### src/rtl/magia_boot_sequencer_if.sv
// Handshake bundle between SoC control, the boot sequencer
// and the tile array enable/sleep lines.
interface magia_boot_sequencer_if #(
    parameter int N_TILES   = 4,
    parameter int STAGGER_W = 8,
    parameter int TIMEOUT_W = 16
);
    logic                 start_i;
    logic                 abort_i;
    logic [STAGGER_W-1:0] stagger_cycles_i;
    logic [TIMEOUT_W-1:0] timeout_cycles_i;
    logic [N_TILES-1:0]   core_sleep_i;
    logic [N_TILES-1:0]   tile_enable_o;
    logic [N_TILES-1:0]   fetch_enable_o;
    logic [N_TILES-1:0]   tiles_done_o;
    logic                 busy_o;
    logic                 done_o;
    logic                 timeout_o;

    modport master (
        output start_i,
        output abort_i,
        output stagger_cycles_i,
        output timeout_cycles_i,
        output core_sleep_i,
        input  tile_enable_o,
        input  fetch_enable_o,
        input  tiles_done_o,
        input  busy_o,
        input  done_o,
        input  timeout_o
    );

    modport slave (
        input  start_i,
        input  abort_i,
        input  stagger_cycles_i,
        input  timeout_cycles_i,
        input  core_sleep_i,
        output tile_enable_o,
        output fetch_enable_o,
        output tiles_done_o,
        output busy_o,
        output done_o,
        output timeout_o
    );
endinterface

### src/rtl/magia_boot_sequencer.sv
// MAGIA boot sequencer: enables all tiles, releases fetch enable
// one tile at a time, then watches core sleep for done/timeout.
module magia_boot_sequencer #(
    parameter int N_TILES   = 4,
    parameter int STAGGER_W = 8,
    parameter int TIMEOUT_W = 16
) (
    input  logic                 clk_i,
    input  logic                 rst_i,
    magia_boot_sequencer_if.slave bus_if
);
    localparam int KW = (N_TILES > 1) ? $clog2(N_TILES) : 1;
    localparam logic [KW-1:0] K_LAST = KW'(N_TILES - 1);

    typedef enum logic [2:0] {
        S_IDLE,
        S_ENABLE,
        S_RELEASE,
        S_RUN,
        S_DONE,
        S_TIMEOUT
    } state_t;

    state_t               state_q;
    logic [N_TILES-1:0]   fetch_q;
    logic [N_TILES-1:0]   armed_q;
    logic [N_TILES-1:0]   tdone_q;
    logic [STAGGER_W-1:0] stagger_q;
    logic [STAGGER_W-1:0] scnt_q;
    logic [TIMEOUT_W-1:0] timeout_q;
    logic [TIMEOUT_W-1:0] tcnt_q;
    logic [KW-1:0]        k_q;

    logic                 monitor;
    logic [N_TILES-1:0]   armed_d;
    logic [N_TILES-1:0]   tdone_d;
    logic [KW-1:0]        k_d;
    logic [TIMEOUT_W:0]   tcnt_inc;
    logic                 timeout_hit;

    // Completion tracking: a tile must be seen awake before its
    // sleep counts as done; also next tile index and timeout match.
    always_comb begin
        monitor     = (state_q == S_RELEASE) || (state_q == S_RUN);
        armed_d     = armed_q | (fetch_q & ~bus_if.core_sleep_i);
        tdone_d     = tdone_q | (armed_q & bus_if.core_sleep_i);
        k_d         = k_q + KW'(1);
        tcnt_inc    = {1'b0, tcnt_q} + (TIMEOUT_W+1)'(1);
        timeout_hit = (timeout_q != '0) &&
                      (tcnt_inc == {1'b0, timeout_q});
    end

    // Sequencing FSM with registered fetch enables and flags
    always_ff @(posedge clk_i or posedge rst_i) begin
        if (rst_i) begin
            state_q   <= S_IDLE;
            fetch_q   <= '0;
            armed_q   <= '0;
            tdone_q   <= '0;
            stagger_q <= '0;
            timeout_q <= '0;
            scnt_q    <= '0;
            tcnt_q    <= '0;
            k_q       <= '0;
        end else if (bus_if.abort_i) begin
            state_q <= S_IDLE;
            fetch_q <= '0;
            armed_q <= '0;
            tdone_q <= '0;
            scnt_q  <= '0;
            tcnt_q  <= '0;
            k_q     <= '0;
        end else begin
            if (monitor) begin
                armed_q <= armed_d;
                tdone_q <= tdone_d;
            end
            unique case (state_q)
                S_IDLE, S_DONE, S_TIMEOUT: begin
                    if (bus_if.start_i) begin
                        stagger_q <= bus_if.stagger_cycles_i;
                        timeout_q <= bus_if.timeout_cycles_i;
                        fetch_q   <= '0;
                        armed_q   <= '0;
                        tdone_q   <= '0;
                        scnt_q    <= '0;
                        tcnt_q    <= '0;
                        k_q       <= '0;
                        state_q   <= S_ENABLE;
                    end
                end
                S_ENABLE: begin
                    k_q        <= '0;
                    fetch_q[0] <= 1'b1;
                    scnt_q     <= stagger_q;
                    state_q    <= S_RELEASE;
                end
                S_RELEASE: begin
                    if (scnt_q != '0) begin
                        scnt_q <= scnt_q - STAGGER_W'(1);
                    end else if (k_q != K_LAST) begin
                        k_q          <= k_d;
                        fetch_q[k_d] <= 1'b1;
                        scnt_q       <= stagger_q;
                    end else begin
                        tcnt_q  <= '0;
                        state_q <= S_RUN;
                    end
                end
                S_RUN: begin
                    if (&tdone_q) begin
                        state_q <= S_DONE;
                    end else if (timeout_hit) begin
                        state_q <= S_TIMEOUT;
                    end
                    if (tcnt_q != '1) begin
                        tcnt_q <= tcnt_inc[TIMEOUT_W-1:0];
                    end
                end
                default: state_q <= S_IDLE;
            endcase
        end
    end

    assign bus_if.tile_enable_o  = {N_TILES{state_q != S_IDLE}};
    assign bus_if.fetch_enable_o = fetch_q;
    assign bus_if.tiles_done_o   = tdone_q;
    assign bus_if.busy_o         = (state_q == S_ENABLE) ||
                                   (state_q == S_RELEASE) ||
                                   (state_q == S_RUN);
    assign bus_if.done_o         = (state_q == S_DONE);
    assign bus_if.timeout_o      = (state_q == S_TIMEOUT);
endmodule

### src/flat_wrapper.sv
// flat-port wrapper written by rule: the top's interface ports become plain ports
module magia_boot_sequencer_flat 
#(
    parameter int N_TILES   = 4,
    parameter int STAGGER_W = 8,
    parameter int TIMEOUT_W = 16
)
  (clk_i, rst_i, bus_if_start_i, bus_if_abort_i, bus_if_stagger_cycles_i, bus_if_timeout_cycles_i, bus_if_core_sleep_i, bus_if_tile_enable_o, bus_if_fetch_enable_o, bus_if_tiles_done_o, bus_if_busy_o, bus_if_done_o, bus_if_timeout_o);
  magia_boot_sequencer_if #(.N_TILES(N_TILES), .STAGGER_W(STAGGER_W), .TIMEOUT_W(TIMEOUT_W)) bus_if_i ();
  input  logic clk_i;
  input  logic rst_i;
  input wire logic [$bits(bus_if_i.start_i)-1:0] bus_if_start_i;
  input wire logic [$bits(bus_if_i.abort_i)-1:0] bus_if_abort_i;
  input wire logic [$bits(bus_if_i.stagger_cycles_i)-1:0] bus_if_stagger_cycles_i;
  input wire logic [$bits(bus_if_i.timeout_cycles_i)-1:0] bus_if_timeout_cycles_i;
  input wire logic [$bits(bus_if_i.core_sleep_i)-1:0] bus_if_core_sleep_i;
  output wire logic [$bits(bus_if_i.tile_enable_o)-1:0] bus_if_tile_enable_o;
  output wire logic [$bits(bus_if_i.fetch_enable_o)-1:0] bus_if_fetch_enable_o;
  output wire logic [$bits(bus_if_i.tiles_done_o)-1:0] bus_if_tiles_done_o;
  output wire logic [$bits(bus_if_i.busy_o)-1:0] bus_if_busy_o;
  output wire logic [$bits(bus_if_i.done_o)-1:0] bus_if_done_o;
  output wire logic [$bits(bus_if_i.timeout_o)-1:0] bus_if_timeout_o;
  assign bus_if_i.start_i = bus_if_start_i;
  assign bus_if_i.abort_i = bus_if_abort_i;
  assign bus_if_i.stagger_cycles_i = bus_if_stagger_cycles_i;
  assign bus_if_i.timeout_cycles_i = bus_if_timeout_cycles_i;
  assign bus_if_i.core_sleep_i = bus_if_core_sleep_i;
  assign bus_if_tile_enable_o = bus_if_i.tile_enable_o;
  assign bus_if_fetch_enable_o = bus_if_i.fetch_enable_o;
  assign bus_if_tiles_done_o = bus_if_i.tiles_done_o;
  assign bus_if_busy_o = bus_if_i.busy_o;
  assign bus_if_done_o = bus_if_i.done_o;
  assign bus_if_timeout_o = bus_if_i.timeout_o;
  magia_boot_sequencer #(.N_TILES(N_TILES), .STAGGER_W(STAGGER_W), .TIMEOUT_W(TIMEOUT_W)) u_core (.clk_i(clk_i), .rst_i(rst_i), .bus_if(bus_if_i));
endmodule
### config.mk
export PLATFORM = sky130hd
export DESIGN_NAME = magia_boot_sequencer_flat
export DESIGN_NICKNAME = d
export VERILOG_FILES = /design/src/rtl/magia_boot_sequencer_if.sv /design/src/rtl/magia_boot_sequencer.sv /design/src/flat_wrapper.sv
export SDC_FILE = /design/constraint.sdc
export NUM_CORES = 1
export LEC_CHECK = 0
export CAP_MARGIN = 40
export CORE_ASPECT_RATIO = 0.75
export CORE_UTILIZATION = 50
export DETAILED_ROUTE_END_ITERATION = 6
export GPL_TIMING_DRIVEN = 0
export PLACE_DENSITY = 0.7
export SLEW_MARGIN = 20
export SYNTH_ARGS = -nofsm -noshare
export SYNTH_HDL_FRONTEND = slang
export SYNTH_SLANG_ARGS = --single-unit
### constraint.sdc
create_clock -name clk_i -period 6.1 [get_ports clk_i]
set_input_delay 1.83 -clock clk_i [delete_from_list [all_inputs] [get_ports clk_i]]
set_output_delay 1.83 -clock clk_i [all_outputs]
set_load 0.05 [all_outputs]
Figure 1. Cell density map.
The die is cut into 10 by 8 equal tiles; black is low, pale yellow is high, 0 to 100% covered.
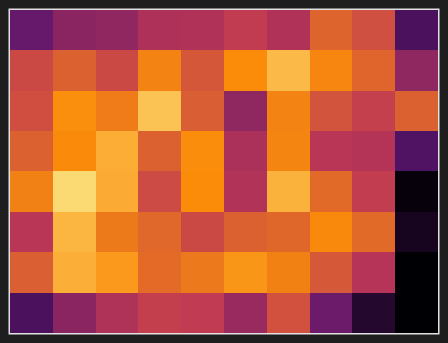
fullest tile: 92%
mean over tiles: 56%
nearly empty tiles: 3.7%
tiles over 75% full: 16%
emptiest ninth of the die: bottom right
fp_density: 52.1%
Placeable Area: 7430 µm²
Final Util: 62.8%

Figure 2. Sizing map.
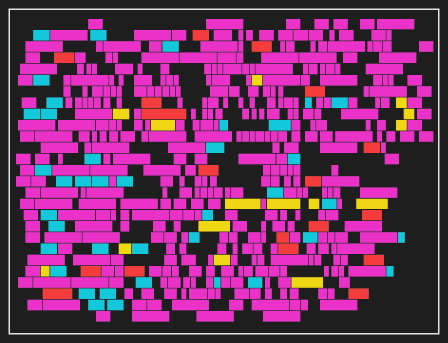
[x1 and smaller] magenta | cells: 387 | share: 84% | most used: dfrtp_1
[x3 and x4] yellow | cells: 15 | share: 3.3% | most used: buf_4
[x6 and larger] red | cells: 18 | share: 3.9% | most used: clkbuf_8
[x2] cyan | cells: 39 | share: 8.5% | most used: mux2_2
fin area: 4670 µm²
Area Growth Syn to Fin: 20.5%
Non-clk bufs: 67
Final WS setup: 1.92 ns

==> results.py <==
# Flow results
metrics = {
    "timing": {
        "slew-limit-headroom_pct": 58.3,
        "post-route-period-util_pct": 68.5,
        "slew_viol_final": 0,
        "period_needed_ns": 4.18,
        "hold_viol": 0,
    },
    "logic_synthesis": {
        "synth.net_count": 437,
        "netlist.top_cell.by_area": "dfrtp_1",
        "common_cells": "65 x dfrtp_1, 37 x nor2_1, 32 x nand2_1",
        "ff_type": "dfrtp_1",
        "avgSynthCellArea_um2": 9.75,
        "syn_area_um2": 3870,
        "synth_cells": 397,
        "top_cell": "dfrtp_1",
    },
    "hold_path": {
        "worstHoldStart": "u_core.armed_q[2]",
        "hold_class": "reg -> reg",
    },
    "die": {
        "dieArea_um2": 8100,
        "io_pins": 47,
        "taps": 101,
    },
    "power": {
        "clockPowerShare_pct": 19.5,
        "p_sw_uw": 795,
        "p_leak_nw": 1.94,
    },
    "outcome": {
        "status": "finished clean",
    },
    "worst_setup_path": {
        "worstPathCellList": "clkbuf_1, or3_1, buf_4, clkdlybuf4s50_1",
        "crit_path_start_kind": "register",
        "cp-endpoint": "bus_if_tile_enable_o[2]",
        "r2r-end": "u_core.state_q[1]",
        "arrival_ns": 2.35,
    },
    "routing": {
        "drc_errors": 0,
        "maxUsedRoutingLayer": "met4",
        "first_pass_iters": 4,
        "wl_met1_um": 4580,
        "ant_nets": 0,
    },
    "run": {
        "warnings": 31,
    },
    "global_routing": {
        "grt_busiest_layer": "met2",
    },
    "clock_tree": {
        "clock_latency_ns": 0.36,
    },
    "finish": {
        "sh_comb_area_pct": 43.8,
        "layout_top_cell": "dfrtp_1",
        "fin_nets": 494,
        "instances_no_fill": 560,
        "antenna_cells": 0,
        "inv_count": 15,
        "nonClkBufAreaFrac_pct": 13.2,
    },
    "placement": {
        "place_area_um2": 4470,
    },
}
Figure 3. Routing congestion.
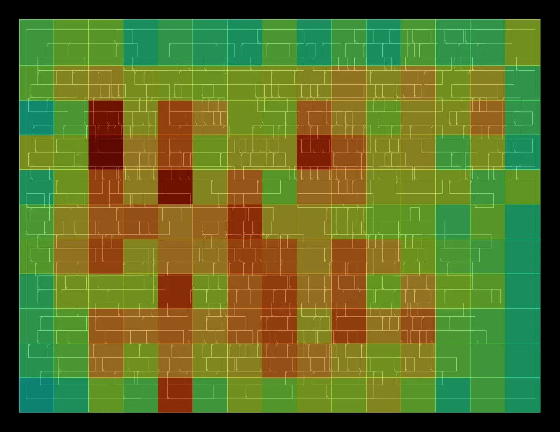
GRT met3 Usage: 4.82%
Avg WL per Cell: 16.2 µm
routing usage on met2: 36.6%

Figure 4. Sequential cells colored by netlist name.
Other sequential cells in the stronger gray, the rest of the logic in the fainter gray.
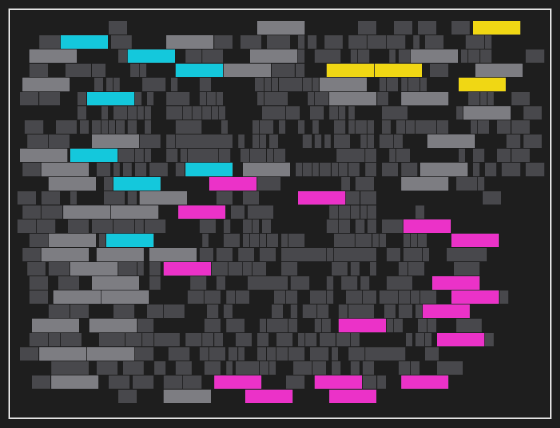
[u_core.armed_q] yellow | flops: 4 | where: top right
[u_core.tcnt_q] magenta | flops: 16
[u_core.scnt_q] cyan | flops: 8
not colored: 37
Sequential Power: 686 µW
Sequential cell area: 1630 µm²
Seq/total area: 34.9%

==> power groups by stage <==
| stage | registers (mW) | logic [mW] | clock network [mW] |
|---|---|---|---|
| detailed placement | 0.690 | 0.844 | 0 |
| finish | 0.686 | 0.851 | 0.371 |
| CTS | 0.682 | 0.849 | 0.377 |
| global route | 0.701 | 0.932 | 0.397 |
| floorplan | 0.661 | 0.645 | 0 |
| global placement | 0.683 | 0.818 | 0 |
==> registers in the layout, summed over array words and instances (netlist names) <==
name,flops
u_core.bus_if.fetch_enable_o,4
u_core.timeout_q,16
u_core.state_q,3
u_core.stagger_q,8
u_core.tcnt_q,16
u_core.armed_q,4
u_core.scnt_q,8
u_core.bus_if.tiles_done_o,4
u_core.k_q,2
Power is estimated from default activity; no workload was simulated.
